`src/rtl/reg_bank_rw_bounds.sv`:
```
// Bounded configuration register bank: per-channel [min, max] write window with
// reject/clamp handling, sticky W1C alarms and a saturating violation counter.
module reg_bank_rw_bounds #(
  parameter int P_WIDTH    = 8,
  parameter int P_CHANNELS = 4,
  parameter int P_ADDR_W   = 2,
  parameter int P_CNT_W    = 8
) (
  input  logic                          clock,
  input  logic                          reset,
  input  logic [P_CHANNELS*P_WIDTH-1:0] init,
  input  logic [P_CHANNELS*P_WIDTH-1:0] bound_min,
  input  logic [P_CHANNELS*P_WIDTH-1:0] bound_max,
  input  logic                          mode_clamp,
  input  logic [P_ADDR_W-1:0]           addr,
  input  logic                          reg_write,
  input  logic                          reg_read,
  input  logic [P_WIDTH-1:0]            data_in,
  input  logic [P_CHANNELS-1:0]         alarm_clear,
  output logic [P_WIDTH-1:0]            data_out,
  output logic                          read_valid,
  output logic [P_CHANNELS*P_WIDTH-1:0] values_q,
  output logic                          alarm_pulse,
  output logic [P_CHANNELS-1:0]         alarm_sticky,
  output logic                          addr_err,
  output logic [P_CNT_W-1:0]            viol_count
);

  // One extra bit so the limit is representable when 2**P_ADDR_W == P_CHANNELS.
  localparam logic [P_ADDR_W:0]  CH_LIMIT = (P_ADDR_W+1)'(P_CHANNELS);
  localparam logic [P_CNT_W-1:0] CNT_MAX  = '1;

  logic [P_WIDTH-1:0]    regs [P_CHANNELS];
  logic                  addr_ok;
  logic [P_CHANNELS-1:0] sel;
  logic [P_WIDTH-1:0]    cur_val;
  logic [P_WIDTH-1:0]    cur_min;
  logic [P_WIDTH-1:0]    cur_max;
  logic                  misconf;
  logic                  above;
  logic                  below;
  logic                  wr_hit;
  logic                  viol;
  logic                  wr_load;
  logic [P_WIDTH-1:0]    wr_data;
  logic [P_CHANNELS-1:0] sticky_set;

  assign addr_ok = ({1'b0, addr} < CH_LIMIT);

  always_comb begin
    sel     = '0;
    cur_val = '0;
    cur_min = '0;
    cur_max = '0;
    for (int k = 0; k < P_CHANNELS; k++) begin
      if (addr_ok && (addr == P_ADDR_W'(k))) begin
        sel[k]  = 1'b1;
        cur_val = regs[k];
        cur_min = bound_min[k*P_WIDTH +: P_WIDTH];
        cur_max = bound_max[k*P_WIDTH +: P_WIDTH];
      end
    end
  end

  assign misconf = (cur_min > cur_max);
  assign above   = (data_in > cur_max);
  assign below   = (data_in < cur_min);
  assign wr_hit  = reg_write && addr_ok;
  assign viol    = wr_hit && (misconf || above || below);

  // A misconfigured window never loads, even in clamp mode.
  always_comb begin
    wr_load = 1'b0;
    wr_data = data_in;
    if (wr_hit && !misconf) begin
      if (above) begin
        wr_load = mode_clamp;
        wr_data = cur_max;
      end else if (below) begin
        wr_load = mode_clamp;
        wr_data = cur_min;
      end else begin
        wr_load = 1'b1;
      end
    end
  end

  assign sticky_set = viol ? sel : '0;

  always_ff @(posedge clock) begin
    if (reset) begin
      for (int k = 0; k < P_CHANNELS; k++) begin
        regs[k] <= init[k*P_WIDTH +: P_WIDTH];
      end
      data_out     <= '0;
      read_valid   <= 1'b0;
      alarm_pulse  <= 1'b0;
      alarm_sticky <= '0;
      addr_err     <= 1'b0;
      viol_count   <= '0;
    end else begin
      for (int k = 0; k < P_CHANNELS; k++) begin
        if (wr_load && sel[k]) regs[k] <= wr_data;
      end
      if (reg_read) data_out <= addr_ok ? cur_val : '0;
      read_valid   <= reg_read;
      addr_err     <= (reg_write || reg_read) && !addr_ok;
      alarm_pulse  <= viol;
      // Set after clear so a same-cycle violation wins.
      alarm_sticky <= (alarm_sticky & ~alarm_clear) | sticky_set;
      if (viol && (viol_count != CNT_MAX)) viol_count <= viol_count + P_CNT_W'(1);
    end
  end

  always_comb begin
    values_q = '0;
    for (int k = 0; k < P_CHANNELS; k++) begin
      values_q[k*P_WIDTH +: P_WIDTH] = regs[k];
    end
  end

endmodule

```
`config.mk`:
```
export PLATFORM = sky130hd
export DESIGN_NAME = reg_bank_rw_bounds
export DESIGN_NICKNAME = d
export VERILOG_FILES = /design/src/rtl/reg_bank_rw_bounds.sv
export SDC_FILE = /design/constraint.sdc
export NUM_CORES = 1
export LEC_CHECK = 0
export ABC_CLOCK_PERIOD_IN_PS = 5300
export CORE_ASPECT_RATIO = 0.5
export CORE_MARGIN = 2
export CORE_UTILIZATION = 30
export DETAILED_ROUTE_END_ITERATION = 7
export SYNTH_ARGS = -nofsm -noshare
export SYNTH_HDL_FRONTEND = slang
export SYNTH_SLANG_ARGS = --single-unit
```
`constraint.sdc`:
```
create_clock -name clock -period 5.3 [get_ports clock]
set_input_delay 0.53 -clock clock [delete_from_list [all_inputs] [get_ports clock]]
set_output_delay 0.53 -clock clock [all_outputs]
set_load 0.005 [all_outputs]
```
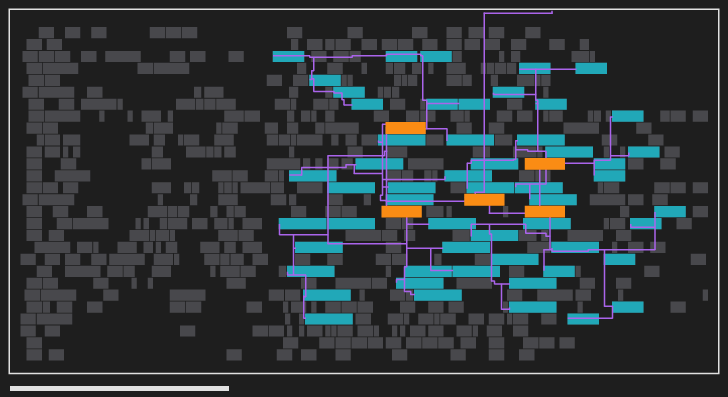
(images/clock_map.png)
Scale bar: 50 um.
flip-flops: shown in cyan, count 54. clock wires: shown in purple, length 689 um. cells driving clock nets: shown in orange, count 5.
There are 6 routed clock nets.
clock group share of total power: 25.9%
Max Clock Skew: 0.006251 ns
Clock group: 0.335 mW

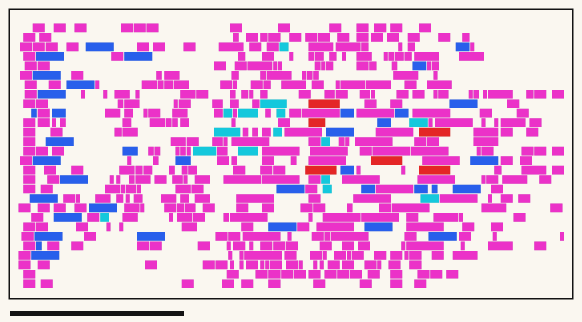
(images/drive_strength.png)
Scale bar: 50 um.
drive 2: shown in blue, cells 37, share 7.5%, most used mux4_2. drive 1 or less: shown in magenta, cells 436, share 88%, most used clkdlybuf4s50_1. drive 3 to 4: shown in cyan, cells 15, share 3.0%, most used buf_4. drive 6 and up: shown in red, cells 6, share 1.2%, most used clkbuf_16.
post-route cell area: 5734 um2
Final WS setup: 1.252 ns
Area Overhead vs Synth: 54.41%

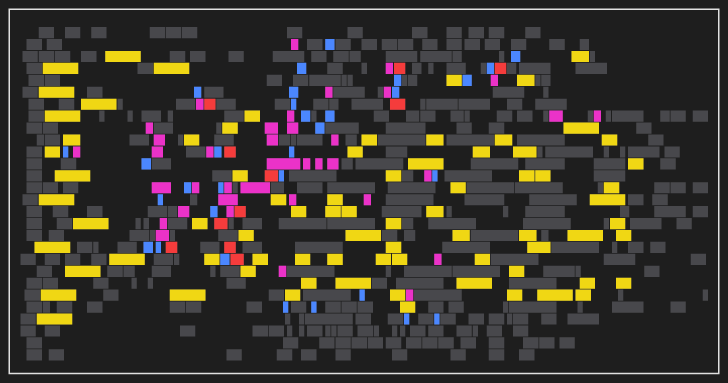
(images/gate_families.png)
inverting AOI/OAI gates: shown in magenta, cells 37, most used a21oi_1. multiplexers: shown in yellow, cells 77, most used mux2i_1. AND-OR and OR-AND gates: shown in red, cells 11, most used a21o_1. NAND gates: shown in blue, cells 31, most used nand2_1.
Layout Cells excl Fill: 659
logic share of the area: 36.64%
Top cell excl fill/tap: clkdlybuf4s50_1

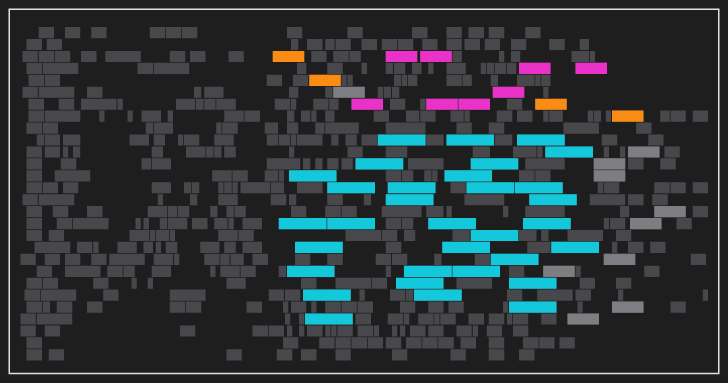
(images/registers.png)
Other sequential cells in the stronger gray, the rest of the logic in the fainter gray.
`regs`: shown in cyan, placed flops 32. `alarm_sticky`: shown in orange, placed flops 4. `viol_count`: shown in magenta, placed flops 8.
Another 10 sequential cells are not colored.
final core occ: 48.00%
Reg area: 1401 um2
fraction of area in registers: 24.44%
sequential power: 0.513 mW

==> out/metrics.csv <==
metric,value,unit
outcome,finished clean,
Crit Path Max Fanout,17,
Reg2Reg Setup Slack,3.12,ns
Critical path buffers and inverters,3,
core area,11950,um2
Synth Area in Simple Gates,9.535,%
aoi share,9.299,%
"Net count, final",632,
Area leader share,25.88,%
crit path cell chain,buf_2 > buf_4 > mux4_2 > inv_1 > ha_1 > a211o_1 > a21oi_1 > o211ai_2 > a21boi_4 > and3b_1 > mux2i_1 > o21ai_0,
Synth area leader,edfxtp_1,
RSZ-0062 raised after global routing,false,
adder-cell share of the synthesized area,8.086,%
Max-slew headroom,47.91,%
"EDFF count, synth",32,
Antenna Cells,0,
top cells by count,"mux2i_1 (43), inv_1 (39), edfxtp_1 (32)",
Max IR drop VDD,0.1636,mV
Setup crit start kind,primary input,
Core Util at FP,31.09,%
Hold Crit Endpoint,alarm_sticky[2],
"XOR-XNOR Cells, Area Fraction",0.4717,%
CP Data Required Time,5.33,ns
CP max-delay cell,mux4_2,
top flop regs,"regs x32, data_out x8, viol_count x8",
CTS resizes,0,
initial antenna violation count,0,
placed insts,651,
Routed WL,11280,um
DP HPWL,9350,um
Top cells excl fill/tap,"clkdlybuf4s50_1 (166), mux2i_1 (43), inv_1 (39)",
Setup Buffers After CTS,0,
clk_lat worst skew,0.29,ns
CP max stage delay,0.57,ns
total chip power,1.291,mW
Die H,82.67,um
Final Cycle Share,76.38,%
Min Hold Slack,0.4814,ns
Power Combinational,0.443,mW
DRT antenna net count,0,
maxcap violations,0,
layout cells sized above 1,11.74,%
register bit count reported by yosys,54,
IO Count,170,
Port Buffers,168,
[layout make-up]
class / instances / area, um2
fill: 1120 / 6212
multi-input combinational: 217 / 2101
timing repair buffer: 176 / 1732
sequential: 54 / 1401
tap: 165 / 206.4
inverter: 39 / 146.4
clock buffer: 7 / 142.6
clock inverter: 1 / 5.005
[worst min-delay path, delay by kind of cell, from the launching register on]
family / cells / cell delay [ns]
DFF: 1 / 0.31
and+or+nand+nor: 1 / 0.07
AOI/OAI and AO/OA: 1 / 0.06
[layer usage]
layer / track usage, % / routed length, um / vias to the layer above
met5: 0 / 0 / -
met4: 3.661 / 103 / 0
li1: - / - / 1535
met1: 23.41 / 5121 / 1472
met2: 28.38 / 5189 / 128
met3: 2.697 / 867 / 10
No activity file was given, so power comes from the tool's default toggle rates.
